**src/rtl/fetch_sequencer.sv**
```systemverilog
// Instruction fetch front end: owns the PC, drives the combinational
// instruction memory and fills the IF/ID register. Handles stalls,
// redirects with squash, and a halt -> drain -> halted -> restart sequence.
//
// state    | meaning
// ---------+-----------------------------------------------------------
// IDLE     | after reset; IF/ID empty, waits for start (loads RESET_PC)
// RUN      | one fetch action per edge: halt > redirect > stall > normal
// DRAIN    | fetch stopped, downstream stages empty out for DRAIN_CYCLES
// HALTED   | everything frozen; start resumes at the held pc
module fetch_sequencer #(
    parameter logic [15:0] RESET_PC     = 16'h0000,
    parameter logic [15:0] NOP_INSTR    = 16'h0000,
    parameter int unsigned DRAIN_CYCLES = 3
) (
    input  logic        clk,
    input  logic        reset,
    input  logic        start,
    input  logic        stall,
    input  logic        redirect,
    input  logic [15:0] redirect_pc,
    input  logic        halt_req,
    output logic [15:0] imem_addr,
    input  logic [15:0] imem_instr,
    output logic [15:0] ifid_instr,
    output logic [15:0] ifid_pc,
    output logic [15:0] ifid_pc_plus1,
    output logic        ifid_valid,
    output logic [1:0]  state,
    output logic [15:0] fetch_count
);

    typedef enum logic [1:0] {
        S_IDLE   = 2'b00,
        S_RUN    = 2'b01,
        S_DRAIN  = 2'b10,
        S_HALTED = 2'b11
    } state_t;

    // Drain ends on the edge where the counter already shows the last cycle.
    localparam logic [3:0] DRAIN_LAST = 4'(DRAIN_CYCLES - 1);

    state_t      st;
    logic [15:0] pc;
    logic [3:0]  drain_cnt;

    // Memory address is the live pc: zero extra fetch latency.
    assign imem_addr = pc;
    assign state     = st;

    // Sequencer FSM, PC and IF/ID register with registered outputs.
    always_ff @(posedge clk or posedge reset) begin
        if (reset) begin
            st            <= S_IDLE;
            pc            <= RESET_PC;
            ifid_instr    <= NOP_INSTR;
            ifid_pc       <= 16'h0000;
            ifid_pc_plus1 <= 16'h0000;
            ifid_valid    <= 1'b0;
            fetch_count   <= 16'h0000;
            drain_cnt     <= 4'd0;
        end else begin
            case (st)
                S_IDLE: begin
                    if (start) begin
                        st <= S_RUN;
                        pc <= RESET_PC;
                    end
                end
                S_RUN: begin
                    if (halt_req) begin
                        ifid_instr    <= NOP_INSTR;
                        ifid_pc       <= 16'h0000;
                        ifid_pc_plus1 <= 16'h0000;
                        ifid_valid    <= 1'b0;
                        drain_cnt     <= 4'd0;
                        st            <= S_DRAIN;
                    end else if (redirect) begin
                        // The word fetched this cycle is on the wrong path.
                        pc            <= redirect_pc;
                        ifid_instr    <= NOP_INSTR;
                        ifid_pc       <= 16'h0000;
                        ifid_pc_plus1 <= 16'h0000;
                        ifid_valid    <= 1'b0;
                    end else if (!stall) begin
                        ifid_instr    <= imem_instr;
                        ifid_pc       <= pc;
                        ifid_pc_plus1 <= pc + 16'd1;
                        ifid_valid    <= 1'b1;
                        pc            <= pc + 16'd1;
                        if (fetch_count != 16'hFFFF) begin
                            fetch_count <= fetch_count + 16'd1;
                        end
                    end
                end
                S_DRAIN: begin
                    drain_cnt <= drain_cnt + 4'd1;
                    if (drain_cnt == DRAIN_LAST) begin
                        st <= S_HALTED;
                    end
                end
                S_HALTED: begin
                    if (start) begin
                        st <= S_RUN;
                    end
                end
                default: st <= S_IDLE;
            endcase
        end
    end

endmodule

```
**config.mk**
```make
export PLATFORM = sky130hd
export DESIGN_NAME = fetch_sequencer
export DESIGN_NICKNAME = d
export VERILOG_FILES = /design/src/rtl/fetch_sequencer.sv
export SDC_FILE = /design/constraint.sdc
export NUM_CORES = 1
export LEC_CHECK = 0
export CORE_AREA = 2 2 105 107
export CTS_CLUSTER_SIZE = 8
export DETAILED_ROUTE_END_ITERATION = 12
export DIE_AREA = 0 0 107 109
export GPL_TIMING_DRIVEN = 0
export PLACE_DENSITY = 0.69
export SYNTH_ARGS = -nofsm -noshare
export SYNTH_HDL_FRONTEND = slang
export SYNTH_SLANG_ARGS = --single-unit
export TNS_END_PERCENT = 50
```
**constraint.sdc**
```tcl
create_clock -name clk -period 3.1 [get_ports clk]
set_input_delay 0.62 -clock clk [delete_from_list [all_inputs] [get_ports clk]]
set_output_delay 0.62 -clock clk [all_outputs]
set_load 0.02 [all_outputs]
```
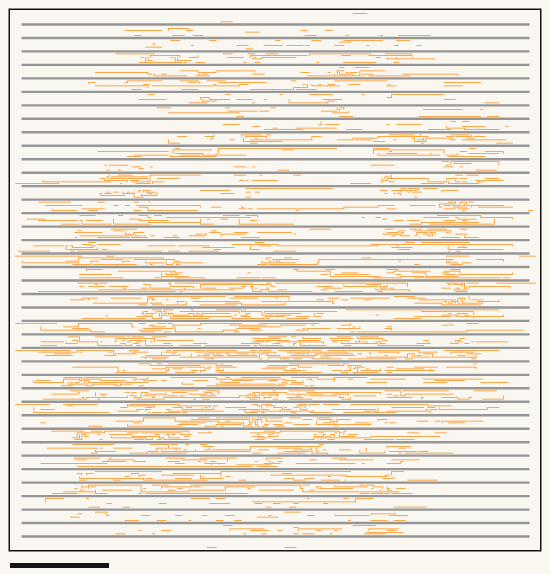
Run 1: signal wires on met1
Scale bar: 20 um. Supply wires on this layer in grey.
nets with wire on the layer: 528
share of all routed wire: 45%
main direction: horizontal

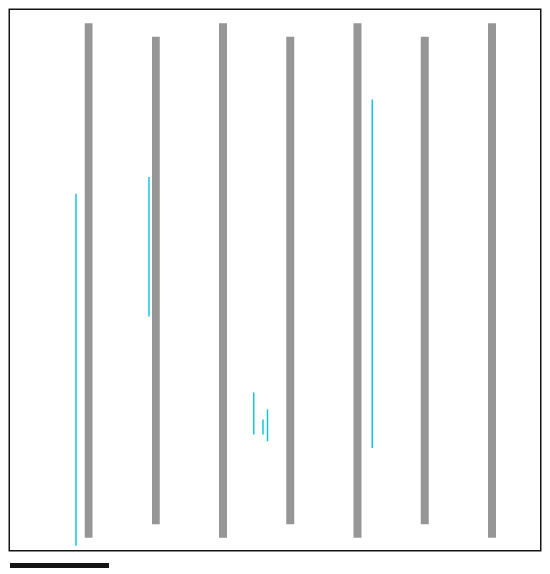
Run 1: the metal 4 layer
Scale bar: 20 um. Supply wires on this layer in grey.
share of all routed wire: 1.6%
main direction: vertical

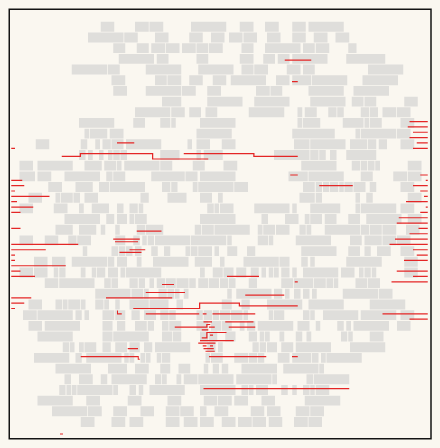
Run 1: the metal 3 layer
nets with wire on the layer: 74
main direction: horizontal
share of all routed wire: 4.7%
wire length on this layer: 563 um

==> job_summary.md, run 1 <==
### Yosys + OpenROAD results

| Metric | Value |
|---|---|
| CTS tree | built |
| Achievable clock frequency | 405 MHz |
| First drt pass iteration count | 5 |
| Hold Startpoint | ifid_pc_plus1[12] |
| Min Hold Slack | 0.491 ns |
| Crit path kind | input pin to flip-flop |
| Clock root buffer | clkbuf_8 |
| Post-synth cell types | 44 |
| Met3 global-route usage | 3.65% |
| Summed instance area of the synthesized netlist | 4200 um^2 |
| Count of nets left with antenna violations after detail routing | 0 |
| Yosys Instances | 409 |
| Most utilized layer in the global route result | met2 |
| Core Area | 10,600 um^2 |
| Die Y | 109 um |
| Maximum Capacitance Violations | 0 |
| Setup clock skew after layout | 0.0123 ns |
| Total overflow reported by the global router | 0 |
| Max-slew headroom at the worst pin | 57.4% |
| Via count of the first global-routing pass | 3,719 |
| H-tree levels | 3 |
| Fraction of met2 tracks used by global routing | 34.3% |
| Total CTS buffers | 9 |
| Number of design-rule violations left by the first detailed-router iteration | 268 |
| Row Count | 38 |
| Via-to-Cell Ratio | 5.51 |
| Number of input and output port buffers inserted | 119 |
| Worst-case reg-to-reg path depth | 8 |
| Count of filler cells inserted in the layout | 973 |
| Synthesis warning total | 0 |
| CP endpoint | imem_addr[4] |
| Net count reported at finish | 586 |
| Worst-path clk slew | 0.09 ns |
| Utilization of the core after routing | 54.7% |
| Average detailed-routed wire length per instance | 17.4 um |
| OpenROAD warning count | 30 |
| Worst setup slack after layout | 0.631 ns |
| Slack of the worst reg-to-reg path | 0.64 ns |
| Leakage dissipation | 0.00242 uW |
| Worst-Margin Slew | 0.636 ns |
| Fraction of layout cells with a size suffix above 1 | 6.42% |
| Class of the most critical hold timing path | flip-flop to flip-flop |
| Register area share after synthesis | 51.9% |
| Outcome | completed |
| Largest net degree at the start of global routing | 50 |
| Data arrival time of the critical path | 2.69 ns |
| Layout Area Growth over Synthesis | 38.2% |
| Endpoint class of the critical path | flip-flop |
| Number of antenna violations at the first check in global routing | 0 |
| Data required, critical path | 3.32 ns |
| Final hold vios | 0 |
| Maximum vdd ir drop | 0.000393 V |
| Fin crit share | 79.6% |
| Worst reg2reg startpoint | state[0] |
| Post-synth tally of flip-flops with integrated enable | 0 |
| Post-synthesis sequential element count | 87 |
| Aggregate routed wire length | 11,900 um |
| Floorplan core density | 39.6% |
| Proportion of register bits with asynchronous set or reset after synthesis | 100% |
| Resized cells post-CTS | 0 |
| Setup violators final | 0 |
| # DRC | 0 |
| Number of ports placed on the die boundary | 121 |
| Number of max-slew violations in the final report | 0 |
| GPL Wtd Cong | 0.876 |
| CTS Sinks | 87 |
| First-pass GRT wire length | 19,500 um |
| Pwr/cell area | 755 nW/um^2 |
| Average instance area after synthesis | 10.3 um^2 |
| Die footprint | 11,700 um^2 |
| Vias | 3,777 |
| Number of antenna repair diodes | 0 |
| HPWL after detailed placement | 8670 um |
| Reg2reg end | imem_addr[4] |
| Post-CTS setup-driven buffer insertion count | 0 |
| Hold-critical path depth | 2 |
| Kind of start point of the critical path | input pin |
| Start point of the critical path | start |
| Setup repair after global routing missed its margin | false |
| Die width | 107 um |
| Total global-route track usage | 21.5% |
## run 1: where the power goes
part	total, uW	switching (uW)	internal [uW]
Sequential	1680	288	1400
Combinational	1870	1050	820
Clock	829	430	399
## run 1: Yosys cell counts (3+ instances only)
cell	instances	area, um^2
dfrtp_1	87	2180
nand4_1	10	62.6
buf_2	5	25.0
nand2b_1	3	18.8
nor2_1	13	48.8
xnor2_1	16	140
nor3_1	11	55.1
nor4_1	7	43.8
and3_1	4	25.0
clkbuf_1	18	67.6
a21oi_1	6	30.0
nand3_1	12	60.1
or4_1	3	22.5
a22o_1	24	210
a211oi_1	13	97.6
mux2i_1	3	30.0
inv_1	21	78.8
o22ai_1	13	81.3
o21ai_0	39	195
nand2_1	45	169
xor2_1	10	87.6
ha_1	8	100
a22oi_1	7	52.6
## run 1: flip-flops by register name (all words and copies together), names as in the netlist
register       flops
ifid_pc           16
ifid_valid         1
ifid_pc_plus1     16
fetch_count       16
drain_cnt          4
ifid_instr        16
imem_addr         16
state              2
## run 1: area by class of cell
cell class / instances / area (um^2) / area share [%]
buffer: 25 / 115 / 1.98
clock buffer: 10 / 138 / 2.37
clock inverter: 6 / 68.8 / 1.19
inverter: 21 / 81.3 / 1.40
multi-input combinational: 276 / 1830 / 31.5
sequential: 87 / 2180 / 37.5
tap: 140 / 175 / 3.02
timing repair buffer: 120 / 1220 / 21.0
## run 1: cell families (layout without fill, tap and decap cells)
| group | count (synthesis) | in the layout | synth area share [%] |
|---|---|---|---|
| AND-OR/OR-AND | 113 | 113 | 17.9 |
| XOR/XNOR | 26 | 26 | 5.43 |
| adder cells (fa/ha/maj) | 8 | 8 | 2.39 |
| buffers and inverters | 46 | 182 | 4.62 |
| flip-flops | 87 | 87 | 51.9 |
| multiplexers | 4 | 4 | 0.984 |
| AND/OR/NAND/NOR | 125 | 125 | 16.8 |
## run 1: stage by stage
step	area [um^2]	total power (uW)	setup TNS, ns	instances
floorplan	4200	2690	0	409
global placement	5560	3520	-99.80	668
detailed placement	5590	3570	0	669
CTS	5800	4400	0	685
global route	5800	4650	0	685
finish	5800	4380	0	685
## run 1: layer usage
metal  vias to the layer above  share of wire [%]  wire, um
met5                         -                  0         0
met2                       124                 48      5760
li1                       1749                  -         -
met1                      1888                 45      5410
met3                        16                4.7       562
met4                         0                1.6       185
## run 1: critical path: stages
cell	delay, ns
clkdlybuf4s50_1	0.46
nor2b_1	0.13
clkbuf_1	0.39
or3_1	0.17
clkbuf_1	0.27
clkbuf_1	0.48
o22ai_1	0.17
## run 1: cells in the final DEF (no fill, tap or decap), types with 3 or more instances in the layout
cell type and n:
clkdlybuf4s50_1 119, dfrtp_1 87, nand2_1 45, o21ai_0 39, a22o_1 24, inv_1 20, clkbuf_1 18, xnor2_1 16
nor2_1 13, a211oi_1 13, o22ai_1 13, nand3_1 12, nor3_1 11, nand4_1 10, xor2_1 10, clkbuf_8 10
ha_1 8, nor4_1 7, a22oi_1 7, a21oi_1 6, buf_2 5, and3_1 4, nand2b_1 3, or4_1 3
mux2i_1 3
==> run 2, diff against run 1 <==
--- a/config.mk
+++ b/config.mk
@@ -10,7 +10,7 @@
 export DETAILED_ROUTE_END_ITERATION = 12
 export DIE_AREA = 0 0 107 109
 export GPL_TIMING_DRIVEN = 0
-export PLACE_DENSITY = 0.69
+export PLACE_DENSITY = 0.72
 export SYNTH_ARGS = -nofsm -noshare
 export SYNTH_HDL_FRONTEND = slang
 export SYNTH_SLANG_ARGS = --single-unit
==> constraint.sdc (replaced) <==
create_clock -name clk -period 2.1 [get_ports clk]
set_input_delay 0.42 -clock clk [delete_from_list [all_inputs] [get_ports clk]]
set_output_delay 0.42 -clock clk [all_outputs]
set_load 0.02 [all_outputs]
==> run 2 against run 1 <==
First-iteration DRC count down 9.0%. Core utilization increased by 1.3 points. Setup slack got worse by 0.56 ns. Clock-buffer cell count rose by 1. Synthesized area stayed put. Synthesized cell count unchanged. Largest cell class unchanged. Register-to-register slack worse by 0.57 ns. Power increased by 51%. Clock power rose by 51%. Sequential power increased by 49%.
==> job_summary.md, run 2 <==
### Yosys + OpenROAD results

| Metric | Value |
|---|---|
| Number of antenna violations at the first check in global routing | 0 (unchanged) |
| Aggregate routed wire length | 12,000 um (was 11,900 um) |
| Class of the most critical hold timing path | input pin to flip-flop (was flip-flop to flip-flop) |
| Row Count | 38 (unchanged) |
| Summed instance area of the synthesized netlist | 4200 um^2 (unchanged) |
| Critical Path Stages | 6 (was 7) |
| Number of input and output port buffers inserted | 119 (unchanged) |
| Count of filler cells inserted in the layout | 932 (was 973) |
| Max-slew headroom at the worst pin | 60.0% (was 57.4%) |
| Total CTS buffers | 9 (unchanged) |
| Number of ports placed on the die boundary | 121 (unchanged) |
| Outcome | completed (unchanged) |
| Yosys Instances | 409 (unchanged) |
| OpenROAD warning count | 32 (was 30) |
| Hold-critical path depth | 3 (was 2) |
| Average instance area after synthesis | 10.3 um^2 (unchanged) |
| HPWL after detailed placement | 8740 um (was 8670 um) |
| Worst reg2reg startpoint | state[1] (was state[0]) |
| Maximum single-stage delay on the critical path | 0.54 ns (was 0.48 ns) |
| Die footprint | 11,700 um^2 (unchanged) |
| Synth area leaders | dfrtp_1 52%, a22o_1 5.0%, o21ai_0 4.7% (unchanged) |
| Fin crit share | 96.8% |
| Via count of the first global-routing pass | 3,687 (was 3,719) |
| Top cell type's share of synthesized area | 51.9% (unchanged) |
| Adder-cell share of the synthesized area | 2.39% (unchanged) |
| First drt pass iteration count | 6 (was 5) |
| Net count reported at finish | 591 (was 586) |
| Clock root buffer | clkbuf_8 (unchanged) |
| Number of standard cells in the final layout excluding fillers | 690 (was 685) |
| CTS tree | built (unchanged) |
| Utilization of the core after routing | 55.9% (was 54.7%) |
| Leakage dissipation | 0.00248 uW (was 0.00242 uW) |
| Floorplan core density | 39.6% (unchanged) |
| Post-synthesis simple-gate area fraction | 16.8% (unchanged) |
| Data required, critical path | 2.35 ns (was 3.32 ns) |
| Hold Startpoint | redirect (was ifid_pc_plus1[12]) |
| Reg2reg end | fetch_count[14] (was imem_addr[4]) |
| Largest net degree at the start of global routing | 33 (was 50) |
| Total overflow reported by the global router | 0 (unchanged) |
| Min Hold Slack | 0.460 ns (was 0.491 ns) |
| Number of antenna repair diodes | 0 (unchanged) |
| GPL Wtd Cong | 0.881 (was 0.876) |
| Pwr/cell area | 1110 nW/um^2 (was 755 nW/um^2) |
| Mux share | 0.984% (unchanged) |
| Leading cell types by count after synthesis | 87 x dfrtp_1, 45 x nand2_1, 39 x o21ai_0, 24 x a22o_1, 21 x inv_1 (unchanged) |
| Proportion of register bits with asynchronous set or reset after synthesis | 100% (unchanged) |
| Die Y | 109 um (unchanged) |
| Cells along the critical path | inv_1 -> ha_4 -> or4b_4 -> nor4_4 -> nand4_1 -> xnor2_1 (was clkdlybuf4s50_1 -> nor2b_1 -> clkbuf_1 -> or3_1 -> clkbuf_1 -> clkbuf_1 -> o22ai_1) |
| Slowest stage cell on the critical path | or4b_4 (was clkbuf_1) |
| Layout Area Growth over Synthesis | 41.4% (was 38.2%) |
| Post-synthesis xor/xnor area fraction | 5.43% (unchanged) |
| Maximum Capacitance Violations | 0 (unchanged) |
| Post-placement cell count | 670 (was 669) |
| Start point of the critical path | state[1] (was start) |
| Data arrival time of the critical path | 2.28 ns (was 2.69 ns) |
| Fraction of layout cells with a size suffix above 1 | 10.0% (was 6.42%) |
| Post-synth tally of flip-flops with integrated enable | 0 (unchanged) |
| Setup violators final | 0 (unchanged) |
| Main logic family after synthesis | AND-OR/OR-AND gates (unchanged) |
| Family with the most delay on the worst path | simple AND/OR/NAND/NOR gates (was buffers and inverters) |
| Vias | 3,843 (was 3,777) |
| Worst setup slack after layout | 0.0682 ns (was 0.631 ns) |
| Number of buffer and inverter instances along the worst setup path | 1 (was 4) |
| Worst-Margin Slew | 0.599 ns (was 0.636 ns) |
| Setup clock skew after layout | 0.0107 ns (was 0.0123 ns) |
| Final hold vios | 0 (unchanged) |
| Post-synth cell types | 44 (unchanged) |
| Most frequently placed logic cell in the final layout | clkdlybuf4s50_1 (unchanged) |
| Register area share after synthesis | 51.9% (unchanged) |
| Highest-count cells in the layout ignoring fill and taps | 119 x clkdlybuf4s50_1, 86 x dfrtp_1, 45 x nand2_1 (was 119 x clkdlybuf4s50_1, 87 x dfrtp_1, 45 x nand2_1) |
| Crit path kind | flip-flop to flip-flop (was input pin to flip-flop) |
| AND-OR/OR-AND share of the synthesized area | 17.9% (unchanged) |
| Number of design-rule violations left by the first detailed-router iteration | 244 (was 268) |
-- run 2: cell count changes in the layout (fill, tap and decap cells not counted), sizes merged --
| cell | change |
|---|---|
| clkinv | -2 |
| clkinvlp | +1 |
| buf | +6 |
-- run 2: how the worst max path moves through the flow --
stage / endpoint / slack, ns
after CTS: fetch_count[14] / -0.006
after global routing: fetch_count[1] / -0.06
final: fetch_count[14] / 0.07
after detailed placement: ifid_pc[10] / -0.59
after floorplan: fetch_count[1] / 0.06
after global placement: ifid_pc_plus1[4] / -0.52
-- run 2: report_power, final --
part	internal (uW)	switching, uW
Clock	626	626
Sequential	2060	436
Combinational	1270	1580
Total	3960	2640
-- run 2: per-stage QoR --
stage | total power (uW) | TNS (ns) | cell area, um^2
floorplan | 3970 | 0 | 4200
global placement | 5200 | -45.94 | 5570
detailed placement | 5280 | -23.94 | 5610
CTS | 6580 | -0.00980 | 5860
global route | 6980 | -0.0921 | 5930
finish | 6600 | 0 | 5930
-- run 2: per-layer routing --
layer,track usage (%),share of wire [%],vias up,wire length [um]
li1,-,-,1760,-
met3,3.53,6.7,18,798
met1,28.4,44,1906,5220
met4,6.59,1.5,0,184
met2,34.2,48,159,5750
met5,0,0,-,0
-- run 2: cell families after synthesis --
group | after synthesis
compound gates | 113
xor+xnor | 26
fa+ha+maj | 8
buf+inv | 46
flops | 87
mux | 4
simple gates | 125
-- run 2: tightest hold or removal path, stage by stage --
cell,delay [ns]
buf_6,0.14
o31a_1,0.15
o22ai_1,0.07
-- run 2: area by class of cell --
type,instances,area (um^2),share of cell area [%]
clock inverters,5,63.8,1.08
multi-input cells,276,1880,31.7
plain buffers,24,133,2.24
well taps,140,175,2.95
clock buffers,11,151,2.55
inverters,21,82.6,1.39
flip-flops and latches,87,2180,36.7
repair buffers,126,1270,21.4
-- run 2: timing repair --
item / 4_1_cts / 5_1_grt
buffers inserted: 0 / 5
pin swaps: 0 / 1
resized: 14 / 13
endpoints found under the setup margin: 40 / 48
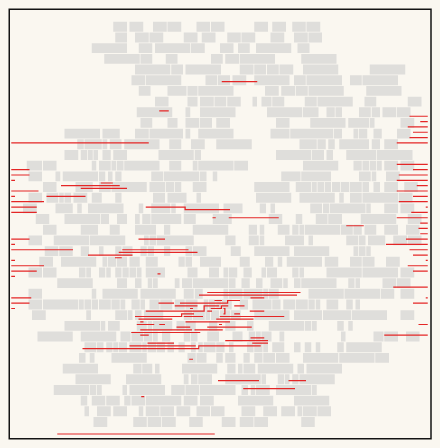
Run 2: the metal 3 layer
main direction: horizontal
longest straight run: 39.8 um

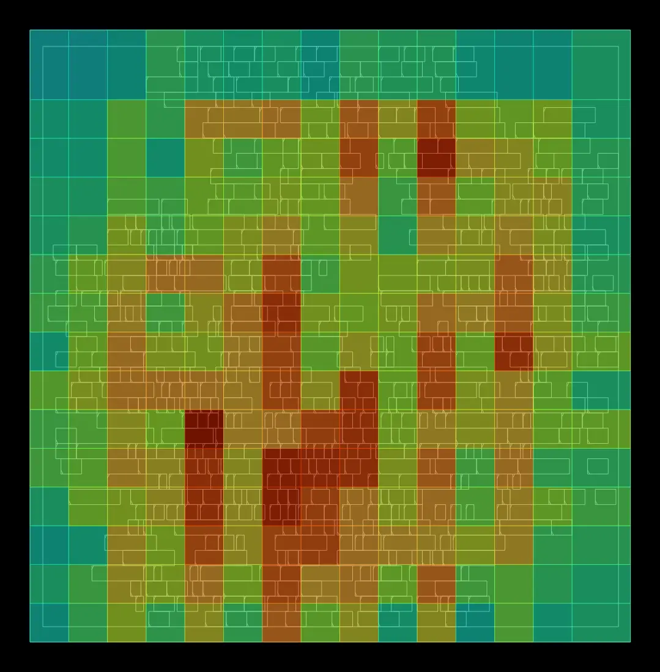
Run 2: routing congestion
total global-route track usage: 20.9%
met3 global-route usage: 3.53%
average detailed-routed wire length per instance: 17.3 um
fraction of met2 tracks used by global routing: 34.2%

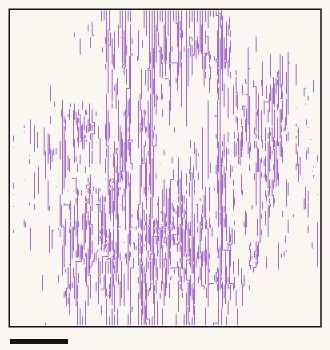
Run 2: signal wires on met2
Scale bar: 20 um.
share of all routed wire: 48%
wire length on this layer: 5,750 um
longest straight run: 59.2 um

==> run 3, diff against run 2 <==
--- a/config.mk
+++ b/config.mk
@@ -9,7 +9,6 @@
 export CTS_CLUSTER_SIZE = 8
 export DETAILED_ROUTE_END_ITERATION = 12
 export DIE_AREA = 0 0 107 109
-export GPL_TIMING_DRIVEN = 0
 export PLACE_DENSITY = 0.72
 export SYNTH_ARGS = -nofsm -noshare
 export SYNTH_HDL_FRONTEND = slang
==> run 3 against run 2 <==
Register-to-register slack better by 0.07 ns. Synthesized cell count unchanged. Synthesized area unchanged. Critical path type unchanged. First-iteration DRC count up 20%. Clock-buffer cell count down 1. Clock skew down 0.0020 ns. Maximum frequency up 3.3%. Largest power group unchanged. Combinational power up 1%. Die area unchanged. Critical path depth unchanged. Sequential cell count unchanged. Via count down 3.7%. Highest routed layer unchanged.
==> job_summary.md, run 3 <==
### Yosys + OpenROAD results

| Metric | Value |
|---|---|
| Outcome | completed (unchanged) |
| Worst setup slack after layout | 0.133 ns (was 0.0682 ns) |
| Achievable clock frequency | 508 MHz (was 492 MHz) |
| Summed instance area of the synthesized netlist | 4200 um^2 (unchanged) |
| Proportion of register bits with asynchronous set or reset after synthesis | 100% (unchanged) |
| Vias | 3,699 (was 3,843) |
| Fin crit share | 93.6% (was 96.8%) |
| Number of ports placed on the die boundary | 121 (unchanged) |
| Endpoint class of the critical path | flip-flop (unchanged) |
| H-tree levels | 3 (unchanged) |
| Synth area leaders | dfrtp_1 52%, a22o_1 5.0%, o21ai_0 4.7% (unchanged) |
| Maximum single-stage delay on the critical path | 0.52 ns (was 0.54 ns) |
| Cells along the critical path | inv_1 -> ha_1 -> or4b_4 -> buf_4 -> nor4_4 -> xor2_1 (was inv_1 -> ha_4 -> or4b_4 -> nor4_4 -> nand4_1 -> xnor2_1) |
| Family with the most delay on the worst path | simple AND/OR/NAND/NOR gates (unchanged) |
| Post-synth tally of flip-flops with integrated enable | 0 (unchanged) |
| Hold-critical path depth | 2 (was 3) |
| CTS Sinks | 87 (unchanged) |
| Kind of start point of the critical path | flip-flop (unchanged) |
| Post-synthesis cell type with the largest instance count | dfrtp_1 (unchanged) |
| Total global-route track usage | 19.8% (was 20.9%) |
| Number of antenna violations at the first check in global routing | 0 (unchanged) |
| OpenROAD warning count | 31 (was 32) |
| Maximum vdd ir drop | 0.000583 V (was 0.000653 V) |
| Die footprint | 11,700 um^2 (unchanged) |
| Reg2reg end | fetch_count[5] (was fetch_count[14]) |
| Via count of the first global-routing pass | 3,548 (was 3,687) |
| Floorplan core density | 39.6% (unchanged) |
| Largest net degree at the start of global routing | 88 (was 33) |
| Final hold vios | 0 (unchanged) |
| Leading cell types by count after synthesis | 87 x dfrtp_1, 45 x nand2_1, 39 x o21ai_0, 24 x a22o_1, 21 x inv_1 (unchanged) |
| Data required, critical path | 2.38 ns (was 2.35 ns) |
| Cell Area, Placed | 5700 um^2 (was 5610 um^2) |
| Die width | 107 um (unchanged) |
| Leading area contributor after synthesis | dfrtp_1 (unchanged) |
| Worst-Margin Slew | 0.571 ns (was 0.599 ns) |
| Row Count | 38 (unchanged) |
| Worst reg2reg startpoint | state[1] (unchanged) |
| Layout Area Growth over Synthesis | 41.1% (was 41.4%) |
| Number of buffer and inverter instances along the worst setup path | 2 (was 1) |
| Post-synth cell types | 44 (unchanged) |
| Net count reported at finish | 588 (was 591) |
| Slack of the worst reg-to-reg path | 0.13 ns (was 0.07 ns) |
| Maximum Capacitance Violations | 0 (unchanged) |
| Number of antenna repair diodes | 0 (unchanged) |
| Clock root buffer | clkbuf_8 (unchanged) |
| Pwr/cell area | 1090 nW/um^2 (was 1110 nW/um^2) |
| Number of design-rule violations left by the first detailed-router iteration | 292 (was 244) |
| Average detailed-routed wire length per instance | 16.1 um (was 17.3 um) |
| Top cell type's share of synthesized area | 51.9% (unchanged) |
| Setup clock skew after layout | 0.00873 ns (was 0.0107 ns) |
| Synthesis warning total | 0 (unchanged) |
| # DRC | 0 (unchanged) |
| Yosys Instances | 409 (unchanged) |
| Number of max-slew violations in the final report | 0 (unchanged) |
| Total overflow reported by the global router | 0 (unchanged) |
| Max-slew headroom at the worst pin | 61.6% (was 60.0%) |
| CTS tree | built (unchanged) |
| Min Hold Slack | 0.491 ns (was 0.460 ns) |
| Fraction of layout cells with a size suffix above 1 | 10.6% (was 10.0%) |
| Highest-count cells in the layout ignoring fill and taps | 120 x clkdlybuf4s50_1, 87 x dfrtp_1, 45 x nand2_1 (was 119 x clkdlybuf4s50_1, 86 x dfrtp_1, 45 x nand2_1) |
| Aggregate routed wire length | 11,100 um (was 12,000 um) |
| Average instance area after synthesis | 10.3 um^2 (unchanged) |
| Setup repair after global routing missed its margin | true (unchanged) |
| Worst-case reg-to-reg path depth | 6 (unchanged) |
| Post-synthesis sequential element count | 87 (unchanged) |
| Data arrival time of the critical path | 2.25 ns (was 2.28 ns) |
| Slowest stage cell on the critical path | or4b_4 (unchanged) |
| Worst-path clk slew | 0.09 ns (about the same) |
| Via-to-Cell Ratio | 5.38 (was 5.57) |
| First-pass GRT wire length | 18,200 um (was 19,000 um) |
| Utilization of the core after routing | 55.8% (was 55.9%) |
| Number of input and output port buffers inserted | 120 (was 119) |
| Count of nets left with antenna violations after detail routing | 0 (unchanged) |
| Class of the most critical hold timing path | flip-flop to flip-flop (was input pin to flip-flop) |
| Hold Startpoint | ifid_pc_plus1[8] (was redirect) |
| Total CTS buffers | 9 (unchanged) |
| Core Area | 10,600 um^2 (unchanged) |
| Crit path kind | flip-flop to flip-flop (unchanged) |
| Register area share after synthesis | 51.9% (unchanged) |
| First drt pass iteration count | 5 (was 6) |
| Total power consumption of the routed design | 6440 uW (was 6600 uW) |
| Die Y | 109 um (unchanged) |
| Min Clock Period, post-route | 1.97 ns (was 2.03 ns) |
| GPL Wtd Cong | 0.896 (was 0.881) |
| Cell area after layout | 5920 um^2 (was 5930 um^2) |
## run 3: cell counts after synthesis
Identical to the previous run, type by type.
## run 3: layout make-up
type / count / area [um^2]
Fill cell: 889 / 4680
Sequential cell: 87 / 2180
Multi-Input combinational cell: 276 / 1860
Timing Repair Buffer: 147 / 1440
Tap cell: 140 / 175
Clock buffer: 10 / 138
Inverter: 21 / 82.6
Clock inverter: 6 / 42.5
## run 3: cell families (layout without fill, tap and decap cells)
| kind of cell | Yosys count | after routing | share of synthesized area [%] |
|---|---|---|---|
| flip-flops | 87 | 87 | 51.9 |
| AND-OR/OR-AND | 113 | 113 | 17.9 |
| XOR/XNOR | 26 | 26 | 5.43 |
| AND/OR/NAND/NOR | 125 | 125 | 16.8 |
| multiplexers | 4 | 4 | 0.984 |
| buffers and inverters | 46 | 184 | 4.62 |
| adder cells (fa/ha/maj) | 8 | 8 | 2.39 |
## run 3: tightest hold or removal path, delay by kind of cell (launching register included)
kind | cells | cell delay (ns)
simple gates | 1 | 0.05
flops | 1 | 0.35
compound gates | 1 | 0.06
## run 3: per-layer routing
| metal | up-vias | wire (um) | share of wire (%) | GRT usage, % |
|---|---|---|---|---|
| met2 | 126 | 5280 | 48 | 31.3 |
| met5 | - | 0 | 0 | 0 |
| met3 | 14 | 555 | 5.0 | 3.41 |
| li1 | 1750 | - | - | - |
| met4 | 0 | 163 | 1.5 | 6.22 |
| met1 | 1809 | 5050 | 46 | 27.9 |
## run 3: through the flow
step | setup TNS (ns) | std cells
global placement | -0.332 | 669
finish | 0 | 687
global route | -0.00700 | 687
detailed placement | -1.18 | 669
floorplan | 0 | 409
CTS | 0 | 685
## run 3: worst max-delay path by stage
| stage | from | to | slack [ns] | cells after the start |
|---|---|---|---|---|
| after detailed placement | redirect | fetch_count[15] | -0.13 | 5 |
| after global routing | state[1] | fetch_count[14] | -0.007 | 6 |
| after CTS | state[1] | fetch_count[15] | 0.09 | 6 |
| after floorplan | state[1] | fetch_count[1] | 0.06 | 5 |
| final | state[1] | fetch_count[5] | 0.13 | 6 |
| after global placement | redirect | fetch_count[15] | -0.09 | 5 |
## run 3: where the power goes
| group | switching [uW] | leakage (uW) | total (uW) | internal (uW) |
|---|---|---|---|---|
| Combinational | 1540 | 0.00121 | 2890 | 1350 |
| Clock | 623 | 0.0000891 | 1090 | 467 |
| Sequential | 407 | 0.00118 | 2470 | 2060 |
| Total | 2570 | 0.00248 | 6440 | 3870 |
## run 3: timing repair
item,in CTS,in global routing
setup endpoints to repair,0,9
gates resized,0,4
buffers inserted,0,2
hold buffers,0,0
endpoints found under the hold margin,0,0
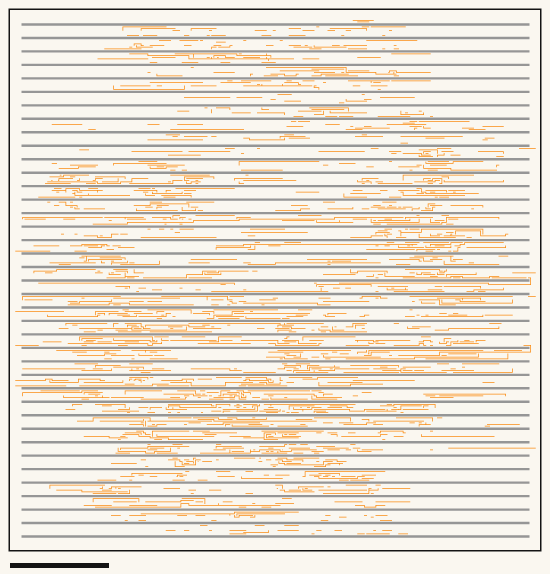
Run 3: signal wires on met1
Scale bar: 20 um. Supply wires on this layer in grey.
longest straight run: 39.6 um
nets with wire on the layer: 515

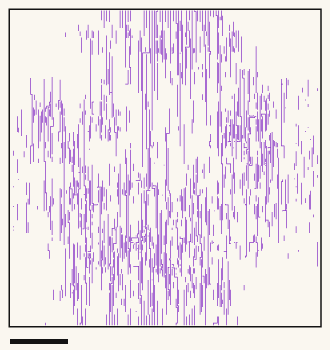
Run 3: signal wires on met2
Scale bar: 20 um.
longest straight run: 41.3 um
nets with wire on the layer: 509
share of all routed wire: 48%

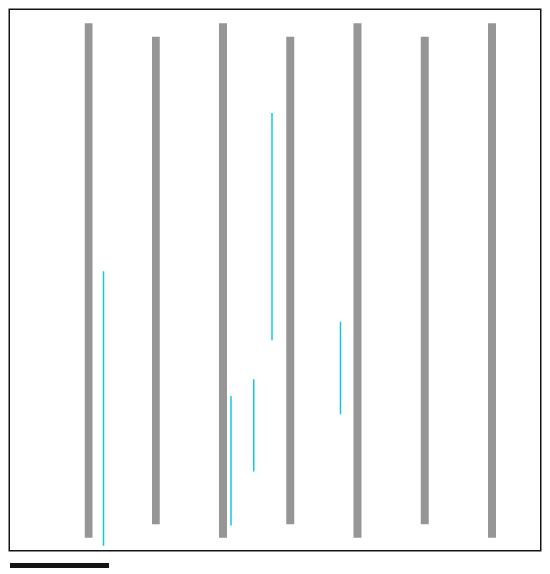
Run 3: the metal 4 layer
Scale bar: 20 um. Supply wires on this layer in grey.
main direction: vertical
nets with wire on the layer: 4
longest straight run: 55.1 um

No activity file was given, so power comes from the tool's default toggle rates.
